## src/rtl/lane_pkg.sv

```systemverilog
`default_nettype none
// ============================================================================
// Module   : lane_pkg
// Purpose  : Shared colour type, scene encodings and default display sizes
// Revision : 1.0 - initial release
// ============================================================================
package lane_pkg;

    typedef logic [11:0] color_t;

    localparam color_t RGB_BLACK = 12'h000;

    typedef enum logic [1:0] {
        SC_START = 2'd0,
        SC_RUN   = 2'd1,
        SC_END   = 2'd2,
        SC_BLANK = 2'd3
    } scene_t;

    localparam int DEF_H_RES = 640;
    localparam int DEF_V_RES = 480;

endpackage
`default_nettype wire

```

## src/rtl/lane_compositor_if.sv

```systemverilog
`default_nettype none
// ============================================================================
// Module   : lane_compositor_if
// Purpose  : ROM address/data bundle between the compositor and its ROMs
// Revision : 1.0 - initial release
// ============================================================================
interface lane_compositor_if #(
    parameter int N_SPR = 6
);
    logic [18:0]         bg_addr;
    logic [35:0]         bg_rgb;
    logic [13:0]         peo_addr;
    logic [11:0]         peo_rgb;
    logic [N_SPR*14-1:0] spr_addr;
    logic [N_SPR*12-1:0] spr_rgb;

    modport master (
        output bg_addr, peo_addr, spr_addr,
        input  bg_rgb,  peo_rgb,  spr_rgb
    );

    modport slave (
        input  bg_addr, peo_addr, spr_addr,
        output bg_rgb,  peo_rgb,  spr_rgb
    );
endinterface
`default_nettype wire

```

## src/rtl/sprite_window.sv

```systemverilog
`default_nettype none
// ============================================================================
// Module   : sprite_window
// Purpose  : ROM address and window-hit flag for one lane-aligned sprite
// Revision : 1.0 - initial release
// ============================================================================
module sprite_window #(
    parameter int LANE_W = 160,
    parameter int LW     = 2
) (
    input  wire logic [LW-1:0] lane,
    input  wire logic [9:0]    top,
    input  wire logic [9:0]    height,
    input  wire logic          en,
    input  wire logic [8:0]    row,
    input  wire logic [9:0]    col,
    output logic      [13:0]   addr,
    output logic               hit
);
    logic [10:0] w_lane_lo;
    logic [10:0] w_lane_hi;
    logic [10:0] w_bot;

    assign w_lane_lo = 11'(lane) * 11'(LANE_W);
    assign w_lane_hi = w_lane_lo + 11'(LANE_W);
    // 11-bit bottom edge so a top near 1023 cannot wrap into visible rows
    assign w_bot     = {1'b0, top} + {1'b0, height};

    assign hit  = en
               && ({1'b0, row} >= top)
               && ({2'b0, row} <  w_bot)
               && ({1'b0, col} >= w_lane_lo)
               && ({1'b0, col} <  w_lane_hi);

    assign addr = (14'(row) - 14'(top)) * 14'(LANE_W) + 14'(col) - 14'(w_lane_lo);

endmodule
`default_nettype wire

```

## src/rtl/lane_compositor.sv

```systemverilog
`default_nettype none
// ============================================================================
// Module   : lane_compositor
// Purpose  : Frame-shadowed sprite compositor with per-frame collision flag
// Revision : 1.0 - initial release
// ============================================================================
module lane_compositor
    import lane_pkg::*;
#(
    parameter int     N_LANES = 4,
    parameter int     LANE_W  = 160,
    parameter int     N_SPR   = 6,
    parameter int     SPR_H   = 80,
    parameter int     PEO_Y   = 400,
    parameter int     PEO_H   = 80,
    parameter int     H_RES   = DEF_H_RES,
    parameter int     V_RES   = DEF_V_RES,
    parameter color_t KEY     = 12'hFFF,
    localparam int    LW      = (N_LANES > 1) ? $clog2(N_LANES) : 1
) (
    input  wire logic                  clk,
    input  wire logic                  reset,
    input  wire logic                  frame_sync,
    input  wire logic                  rdn,
    input  wire logic [8:0]            row,
    input  wire logic [9:0]            col,
    input  wire logic [N_SPR*LW-1:0]   lanes,
    input  wire logic [N_SPR*10-1:0]   ypos,
    input  wire logic [N_SPR-1:0]      spr_en,
    input  wire logic [LW-1:0]         people,
    input  wire logic [1:0]            scene,
    lane_compositor_if.master          rom,
    output logic      [11:0]           d_in,
    output logic                       collide,
    output logic                       collide_vld
);
    logic [N_SPR*LW-1:0] r_lanes;
    logic [N_SPR*10-1:0] r_ypos;
    logic [N_SPR-1:0]    r_spr_en;
    logic [LW-1:0]       r_people;
    scene_t              r_scene;

    logic [N_SPR-1:0]    r_hit_s1;
    logic                r_peo_hit_s1;
    logic                r_rdn_s1;
    scene_t              r_scene_s1;

    color_t              r_d_in;
    logic                r_collide;
    logic                r_collide_vld;
    logic                r_sticky;
    logic                r_armed;

    logic [N_SPR-1:0]    w_spr_hit;
    logic                w_peo_hit;
    logic [N_SPR*14-1:0] w_spr_addr;
    color_t              w_spr_px;
    logic                w_spr_any;
    logic                w_peo_op;
    color_t              w_px;
    logic                w_hit_now;

    generate
        for (genvar i = 0; i < N_SPR; i++) begin : g_spr
            sprite_window #(.LANE_W(LANE_W), .LW(LW)) u_win (
                .lane   (r_lanes[i*LW +: LW]),
                .top    (r_ypos[i*10 +: 10]),
                .height (10'(SPR_H)),
                .en     (r_spr_en[i]),
                .row    (row),
                .col    (col),
                .addr   (w_spr_addr[i*14 +: 14]),
                .hit    (w_spr_hit[i])
            );
        end
    endgenerate

    sprite_window #(.LANE_W(LANE_W), .LW(LW)) u_peo (
        .lane   (r_people),
        .top    (10'(PEO_Y)),
        .height (10'(PEO_H)),
        .en     (1'b1),
        .row    (row),
        .col    (col),
        .addr   (rom.peo_addr),
        .hit    (w_peo_hit)
    );

    assign rom.spr_addr = w_spr_addr;
    // Background image is stored bottom-up
    assign rom.bg_addr  = rdn ? 19'd0
                        : 19'(10'(V_RES - 1) - {1'b0, row}) * 19'(H_RES) + 19'(col);

    always_comb begin
        w_spr_px  = RGB_BLACK;
        w_spr_any = 1'b0;
        // Walk from the highest index down so the lowest hitting index wins
        for (int i = N_SPR - 1; i >= 0; i--) begin
            if (r_hit_s1[i] && (rom.spr_rgb[i*12 +: 12] != KEY)) begin
                w_spr_px  = rom.spr_rgb[i*12 +: 12];
                w_spr_any = 1'b1;
            end
        end
        w_peo_op = r_peo_hit_s1 && (rom.peo_rgb != KEY);
        w_px     = RGB_BLACK;
        if (!r_rdn_s1) begin
            case (r_scene_s1)
                SC_START: w_px = rom.bg_rgb[11:0];
                SC_END:   w_px = rom.bg_rgb[35:24];
                SC_RUN: begin
                    w_px = rom.bg_rgb[23:12];
                    if (w_spr_any) w_px = w_spr_px;
                    if (w_peo_op)  w_px = rom.peo_rgb;
                end
                default:  w_px = RGB_BLACK;
            endcase
        end
        w_hit_now = (r_scene_s1 == SC_RUN) && w_spr_any && w_peo_op;
    end

    always_ff @(posedge clk or posedge reset) begin
        if (reset) begin
            r_lanes       <= '0;
            r_ypos        <= '0;
            r_spr_en      <= '0;
            r_people      <= '0;
            r_scene       <= SC_START;
            r_hit_s1      <= '0;
            r_peo_hit_s1  <= 1'b0;
            r_rdn_s1      <= 1'b0;
            r_scene_s1    <= SC_START;
            r_d_in        <= RGB_BLACK;
            r_collide     <= 1'b0;
            r_collide_vld <= 1'b0;
            r_sticky      <= 1'b0;
            r_armed       <= 1'b0;
        end else begin
            r_hit_s1     <= w_spr_hit;
            r_peo_hit_s1 <= w_peo_hit;
            r_rdn_s1     <= rdn;
            r_scene_s1   <= r_scene;
            r_d_in       <= w_px;
            if (frame_sync) begin
                r_lanes  <= lanes;
                r_ypos   <= ypos;
                r_spr_en <= spr_en;
                r_people <= people;
                r_scene  <= scene_t'(scene);
                r_sticky <= 1'b0;
                r_armed  <= 1'b1;
                // The first sync after reset closes a partial frame: no report
                if (r_armed) begin
                    r_collide     <= r_sticky | w_hit_now;
                    r_collide_vld <= 1'b1;
                end else begin
                    r_collide_vld <= 1'b0;
                end
            end else begin
                r_collide_vld <= 1'b0;
                if (w_hit_now) r_sticky <= 1'b1;
            end
        end
    end

    assign d_in        = r_d_in;
    assign collide     = r_collide;
    assign collide_vld = r_collide_vld;

endmodule
`default_nettype wire
```

## src/flat_wrapper.sv

```systemverilog
// flat-port wrapper written by rule: the top's interface ports become plain ports
module lane_compositor_flat import lane_pkg::*;
#(
    parameter int     N_LANES = 4,
    parameter int     LANE_W  = 160,
    parameter int     N_SPR   = 6,
    parameter int     SPR_H   = 80,
    parameter int     PEO_Y   = 400,
    parameter int     PEO_H   = 80,
    parameter int     H_RES   = DEF_H_RES,
    parameter int     V_RES   = DEF_V_RES,
    parameter color_t KEY     = 12'hFFF,
    localparam int    LW      = (N_LANES > 1) ? $clog2(N_LANES) : 1
)
  (clk, reset, frame_sync, rdn, row, col, lanes, ypos, spr_en, people, scene, d_in, collide, collide_vld, rom_bg_addr, rom_peo_addr, rom_spr_addr, rom_bg_rgb, rom_peo_rgb, rom_spr_rgb);
  lane_compositor_if #(.N_SPR(N_SPR)) rom_i ();
  input  wire logic clk;
  input  wire logic reset;
  input  wire logic frame_sync;
  input  wire logic rdn;
  input  wire logic [8:0] row;
  input  wire logic [9:0] col;
  input  wire logic [N_SPR*LW-1:0] lanes;
  input  wire logic [N_SPR*10-1:0] ypos;
  input  wire logic [N_SPR-1:0] spr_en;
  input  wire logic [LW-1:0] people;
  input  wire logic [1:0] scene;
  output logic      [11:0] d_in;
  output logic collide;
  output logic collide_vld;
  output wire logic [$bits(rom_i.bg_addr)-1:0] rom_bg_addr;
  output wire logic [$bits(rom_i.peo_addr)-1:0] rom_peo_addr;
  output wire logic [$bits(rom_i.spr_addr)-1:0] rom_spr_addr;
  input wire logic [$bits(rom_i.bg_rgb)-1:0] rom_bg_rgb;
  input wire logic [$bits(rom_i.peo_rgb)-1:0] rom_peo_rgb;
  input wire logic [$bits(rom_i.spr_rgb)-1:0] rom_spr_rgb;
  assign rom_bg_addr = rom_i.bg_addr;
  assign rom_peo_addr = rom_i.peo_addr;
  assign rom_spr_addr = rom_i.spr_addr;
  assign rom_i.bg_rgb = rom_bg_rgb;
  assign rom_i.peo_rgb = rom_peo_rgb;
  assign rom_i.spr_rgb = rom_spr_rgb;
  lane_compositor #(.N_LANES(N_LANES), .LANE_W(LANE_W), .N_SPR(N_SPR), .SPR_H(SPR_H), .PEO_Y(PEO_Y), .PEO_H(PEO_H), .H_RES(H_RES), .V_RES(V_RES), .KEY(KEY)) u_core (.clk(clk), .reset(reset), .frame_sync(frame_sync), .rdn(rdn), .row(row), .col(col), .lanes(lanes), .ypos(ypos), .spr_en(spr_en), .people(people), .scene(scene), .rom(rom_i), .d_in(d_in), .collide(collide), .collide_vld(collide_vld));
endmodule
```

## config.mk

```make
export PLATFORM = sky130hd
export DESIGN_NAME = lane_compositor_flat
export DESIGN_NICKNAME = d
export VERILOG_FILES = /design/src/rtl/lane_pkg.sv /design/src/rtl/lane_compositor_if.sv /design/src/rtl/sprite_window.sv /design/src/rtl/lane_compositor.sv /design/src/flat_wrapper.sv
export SDC_FILE = /design/constraint.sdc
export NUM_CORES = 1
export LEC_CHECK = 0
export ABC_CLOCK_PERIOD_IN_PS = 4600
export CORE_UTILIZATION = 49
export CTS_BUF_LIST = sky130_fd_sc_hd__clkbuf_8
export CTS_CLUSTER_DIAMETER = 30
export CTS_CLUSTER_SIZE = 24
export DETAILED_ROUTE_END_ITERATION = 8
export PLACE_DENSITY = 0.89
export SYNTH_ARGS = -nofsm -noshare
export SYNTH_HDL_FRONTEND = slang
export SYNTH_SLANG_ARGS = --single-unit
export TNS_END_PERCENT = 5
```

## constraint.sdc

```tcl
create_clock -name clk -period 4.6 [get_ports clk]
set_input_delay 0.46 -clock clk [delete_from_list [all_inputs] [get_ports clk]]
set_output_delay 0.46 -clock clk [all_outputs]
set_load 0.02 [all_outputs]
```

==> Changelog: implementation <==
## Flow update

* Status: finished, violations left
* Failing checks: setup timing
* Fmax at around 190 MHz
* Reg2reg setup slack at 1.57 ns
* Setup Total Neg Slack at -8.693 ns
* Post-layout worst setup margin at -0.6103 ns
* Clock Power Share at 0.039
* Via density at ~6.0
* Layout overhead on the synthesized area at 45.62%
* Dominant Register Cell: dfrtp_1
* Post-synth top area cell: ha_1
* Worst Path Buf+Inv at 6
* Largest net degree at the start of global routing at 82
* Placeable Area at ~33000 um^2
* Finish-stage setup viols at 27
* Most used logic cell in the final layout: buf_4
* RSZ-0062 raised after global routing: yes
* Dominant logic cell types in the final layout: buf_4, ha_1, clkdlybuf4s50_1
* Setup crit start: row[0]
* Peak supply drop at roughly 2100 uV
* Final Skew at ~0.016 ns
* Netlist cell types at approximately 80
==> Yosys cell counts, drive strengths merged, types with 13 or more instances <==
cell type / n
a211oi: 19
a21o: 33
a21oi: 132
buf: 36
clkbuf: 35
dfrtp: 108
fa: 43
ha: 332
inv: 209
mux2: 21
mux2i: 14
nand2: 125
nand2b: 17
nand3: 22
nand4: 37
nor2: 130
nor2b: 38
nor3: 37
o21a: 26
o21ai: 167
o21bai: 15
o22ai: 13
or2: 16
xnor2: 124
xor2: 62
==> final cells by class <==
type	count	area, um^2
clock buffer	9	123.9
clock inverter	7	87.58
multi-input combinational	1583	13480
tap	442	553.0
fill	2113	8777
inverter	209	790.8
antenna	2	5.005
timing repair buffer	717	6342
sequential	108	2703
Fig. 1: where the registers sit
Drawn at 2 px/um. Other sequential cells in the stronger grey, the rest of the logic in the fainter grey.
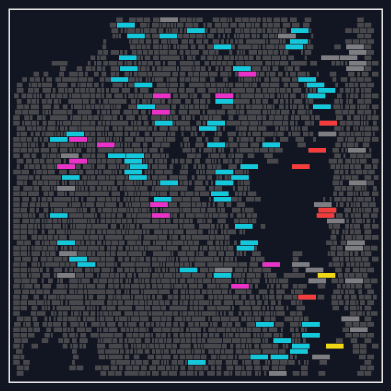
legend:
  magenta:
    name_in_the_netlist: `u_core.r_lanes`
    placed_flops: 12
  red:
    name_in_the_netlist: `u_core.r_hit_s1`
    placed_flops: 6
    where: east
  cyan:
    name_in_the_netlist: `u_core.r_ypos`
    placed_flops: 60
  yellow:
    name_in_the_netlist: `u_core.r_scene_s1`
    placed_flops: 2

Fig. 2: clock nets
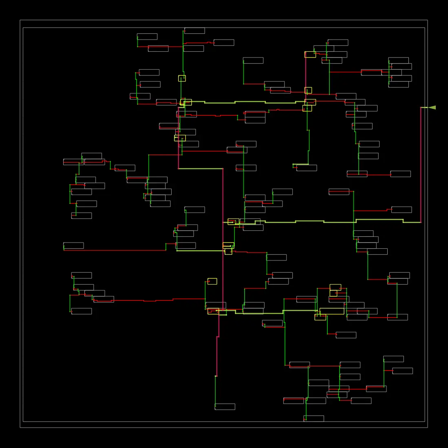
TritonCTS Buffers: 9
TritonCTS Sinks: 108
clock network latency to the later pin of the worst-skew pair: 0.43 ns
Power Clock: 0.710 mW

Fig. 3: met2 routing
Drawn at 2 px/um.
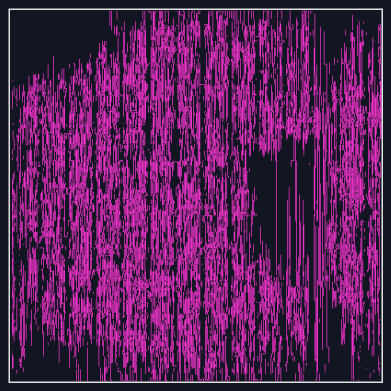
wire length on this layer: 32.6 mm
share of all routed wire: 48%
main direction: vertical

Power is estimated from default activity; no workload was simulated.
